Figure 1. Logic cells by family.
(3 px per um)
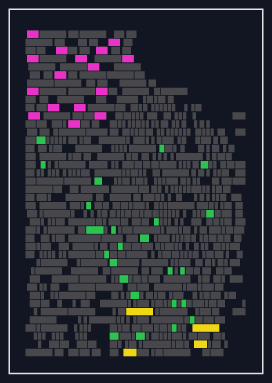
Figure 2. Where the registers sit.
(2 px per um) Other sequential cells in the stronger grey, the rest of the logic in the fainter grey.
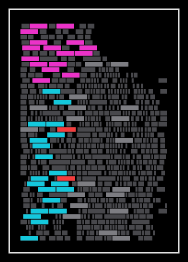
==> src/rtl/lti_sample_scheduler.sv <==
// lti_sample_scheduler: sample strobe generator, zero-order input hold and valid/ready
// output capture for one LTI state-space core. Optional watchdog: LTI_SCHED_TIMEOUT_EN.
module lti_sample_scheduler #(
  parameter int IW  = 16,
  parameter int OW  = 20,
  parameter int PW  = 16,
  parameter int LAT = 4
) (
  input  logic          clk,
  input  logic          rst,
  input  logic          enable,
  input  logic [PW-1:0] period,
  input  logic [IW-1:0] adc_data,
  input  logic          adc_valid,
  output logic [IW-1:0] lti_sig_in,
  output logic          lti_ce_in,
  input  logic [OW-1:0] lti_sig_out,
  input  logic          lti_ce_out,
  output logic [OW-1:0] y_data,
  output logic          y_valid,
  input  logic          y_ready,
  output logic          busy,
  output logic          overrun,
  input  logic          clear_flags,
  output logic          timeout
);

  typedef enum logic [1:0] {
    IDLE = 2'd0,
    RUN  = 2'd1,
    WAIT = 2'd2
  } state_t;

  localparam logic [PW-1:0] P_MIN      = PW'(LAT + 1);
  localparam logic [PW-1:0] RELOAD_MIN = PW'(LAT);

  state_t        state;
  logic [PW-1:0] cnt;
  logic [PW-1:0] reload;
  logic          done;
  logic          capture;

  // Reload value is P-1 with P clamped so a result can return before the next strobe.
  assign reload  = (period > P_MIN) ? (period - PW'(1)) : RELOAD_MIN;
  assign capture = (state == WAIT) && lti_ce_out;
  assign busy    = (state != IDLE);

`ifdef LTI_SCHED_TIMEOUT_EN
  localparam int WW = $clog2(LAT + 2) + 1;

  logic [WW-1:0] wd;
  logic          wd_expired;

  assign wd_expired = (state == WAIT) && (wd == WW'(LAT)) && !lti_ce_out;
  assign done       = lti_ce_out || wd_expired;

  always_ff @(posedge clk or posedge rst) begin
    if (rst) begin
      wd      <= '0;
      timeout <= 1'b0;
    end else begin
      if (state == WAIT) begin
        wd <= wd + WW'(1);
      end else begin
        wd <= '0;
      end
      if (wd_expired) begin
        timeout <= 1'b1;
      end else if (clear_flags) begin
        timeout <= 1'b0;
      end
    end
  end
`else
  assign done    = lti_ce_out;
  assign timeout = 1'b0;
`endif

  // lti_ce_in is registered but always equals (state==RUN && cnt==0); each branch
  // predicts whether the next cycle is that strobe cycle.
  always_ff @(posedge clk or posedge rst) begin
    if (rst) begin
      state     <= IDLE;
      cnt       <= '0;
      lti_ce_in <= 1'b0;
    end else begin
      lti_ce_in <= 1'b0;
      case (state)
        IDLE: begin
          if (enable) begin
            state     <= RUN;
            cnt       <= reload;
            lti_ce_in <= (reload == '0);
          end
        end
        RUN: begin
          if (cnt == '0) begin
            state <= WAIT;
            cnt   <= reload;
          end else if (!enable) begin
            state <= IDLE;
            cnt   <= '0;
          end else begin
            cnt       <= cnt - PW'(1);
            lti_ce_in <= (cnt == PW'(1));
          end
        end
        WAIT: begin
          if (cnt != '0) begin
            cnt <= cnt - PW'(1);
          end
          if (done) begin
            if (enable) begin
              state     <= RUN;
              lti_ce_in <= (cnt <= PW'(1));
            end else begin
              state <= IDLE;
              cnt   <= '0;
            end
          end
        end
        default: begin
          state <= IDLE;
          cnt   <= '0;
        end
      endcase
    end
  end

  always_ff @(posedge clk or posedge rst) begin
    if (rst) begin
      lti_sig_in <= '0;
    end else if (adc_valid) begin
      lti_sig_in <= adc_data;
    end
  end

  // A capture overrides a same-cycle transfer so y_valid stays set for the new result.
  always_ff @(posedge clk or posedge rst) begin
    if (rst) begin
      y_data  <= '0;
      y_valid <= 1'b0;
      overrun <= 1'b0;
    end else begin
      if (capture) begin
        y_data  <= lti_sig_out;
        y_valid <= 1'b1;
      end else if (y_valid && y_ready) begin
        y_valid <= 1'b0;
      end
      if (capture && y_valid && !y_ready) begin
        overrun <= 1'b1;
      end else if (clear_flags) begin
        overrun <= 1'b0;
      end
    end
  end

endmodule

==> config.mk <==
export PLATFORM = sky130hd
export DESIGN_NAME = lti_sample_scheduler
export DESIGN_NICKNAME = d
export VERILOG_FILES = /design/src/rtl/lti_sample_scheduler.sv
export SDC_FILE = /design/constraint.sdc
export NUM_CORES = 1
export LEC_CHECK = 0
export ABC_AREA = 1
export ABC_CLOCK_PERIOD_IN_PS = 1600
export CAP_MARGIN = 20
export CORE_ASPECT_RATIO = 1.5
export CORE_MARGIN = 5
export CORE_UTILIZATION = 44
export CTS_CLUSTER_SIZE = 20
export DETAILED_ROUTE_END_ITERATION = 6
export PLACE_DENSITY = 0.78
export SLEW_MARGIN = 20
export SYNTH_ARGS = -nofsm -noshare
export SYNTH_HDL_FRONTEND = slang
export SYNTH_SLANG_ARGS = --single-unit
==> constraint.sdc <==
create_clock -name clk -period 1.6 [get_ports clk]
set_input_delay 0.32 -clock clk [delete_from_list [all_inputs] [get_ports clk]]
set_output_delay 0.32 -clock clk [all_outputs]
set_load 0.03 [all_outputs]
==> Table 3: Implementation characteristics <==
Physical implementation characteristics

Parameter                              Value

Timing
  Number of pins with negative max-slew slack in the final report .................. 0
  Post-layout min period .................. 1.66 ns
  Top achievable clock speed .................. 0.602 GHz
  Period utilisation layout .................. 104%
  Final Hold Violating Endpoints .................. 0
  Clock Skews .................. 0.00285 ns
  Final critical-path setup slack .................. -0.0612 ns
  Finish-stage setup viols .................. 9

Worst setup path
  Signal arrival time at the worst endpoint .................. between 1.5 and 2 ns
  CP Depth .................. 13
  Cell at the slowest stage of the critical path .................. sky130_fd_sc_hd__dfrtp_1
  CP most frequent cell .................. sky130_fd_sc_hd__nand2_1
  Number of cells traversed by the worst register-to-register path .................. 13
  Buffers plus inverters on the worst setup path .................. 2
  Cells traversed along the worst timing path .................. buf_6 -> nor2_4 -> nand2_4 -> nor2_4 -> nand2_2 -> nand2_2 -> nand3_2 -> nand2_1 -> nand2_1 -> inv_1 -> nand2_1 -> nand2_1 -> nand2_1
  Kind of cell adding the most delay to the critical path .................. simple AND/OR/NAND/NOR gates
  Element type at the critical path start .................. flip-flop
  Data required time of the worst path .................. 1.81 ns

Floorplan
  I/O pin total .................. around 100
  Area of the die .................. 0.0102 mm^2
  Core utilization before placement .................. approximately 45%
  Die Span Y .................. between 100 and 150 um

Synthesis
  Count of flip-flops with a built-in enable after synthesis .................. 0
  Area fraction in compound gates after synthesis .................. about 4.4%
  Number of storage elements in the synthesis netlist .................. between 50 and 60
  Synth Net Count .................. 557
  Total cells reported by yosys after synthesis .................. 494
  Area leader, netlist .................. sky130_fd_sc_hd__dfrtp_1
  Dominant cell area share .................. roughly 40%
  Synth Instances .................. 494

Layout
  Number of multi-input logic gates .................. approximately 370
  Most frequent cells in the layout .................. sky130_fd_sc_hd__nand2_1 (181), sky130_fd_sc_hd__buf_4 (82), sky130_fd_sc_hd__dfrtp_1 (53)
  Clkbuf count .................. 9
  Most common library cell in the layout ignoring fill and taps .................. sky130_fd_sc_hd__nand2_1
  Final core utilization .................. about three quarters
  Combinational cell area excluding buffers and inverters .................. roughly 0.0022 mm^2

Route
  Vias after detailed routing .................. between 3000 and 4000
  Remaining routing DRC violations .................. 0

Placed design
  Worst slack at placement .................. -0.537 ns

Run
  Number of max-cap violations .................. 0

Clocking
  Total clock sinks .................. roughly 57
  CTS tree .................. done
  Number of buffers inserted for hold repair after clock tree synthesis .................. 0

Status
  Run status .................. finished with violations
  Failing checks .................. negative setup slack

Global route
  Pin count of the biggest net entering global routing .................. 45
  Global router's overall resource usage .................. a little under a quarter

Power and ir drop
  Leak pwr .................. slightly above 3 nW

Worst hold path
  Type of the tightest min-delay check .................. input port to asynchronous set/reset pin
-- Figure 1 (at the start) --
Key: adder and majority cells = yellow [cells 4]; multiplexers = magenta [cells 16]; inverting AOI/OAI gates = green [cells 24]

-- Figure 2 (at the start) --
Key: y_data = cyan [sequential cells 20]; lti_sig_in = magenta [sequential cells 16, where top left]; state = red [sequential cells 2]

[power by group through the flow]
stage | registers [mW] | logic [mW] | clock network (mW)
6_report | 1.91 | 2.54 | 2.05
4_1_cts | 1.90 | 2.36 | 2.08
2_1_floorplan | 2.17 | 0.952 | 0
5_1_grt | 1.93 | 2.75 | 2.15
3_5_place_dp | 1.89 | 2.28 | 0
3_3_place_gp | 1.88 | 2.22 | 0
[sequential cells by signal, indices dropped and copies added (netlist names)]
signal,count
y_data,20
cnt,16
state,2
overrun,1
y_valid,1
lti_ce_in,1
lti_sig_in,16
[routing by layer]
metal  track usage [%]  vias up  wire, um
li1                  -     1913         -
met1              24.0     1864      4290
met2              44.1      161      6360
met3              6.52       46       673
met4              10.4        0       513
met5                 0        -         0
[tightest hold or removal path, delay by kind of cell]
family	cells	cell delay (ns)
buf+inv	3	0.77
Power and IR drop assume default switching activity.
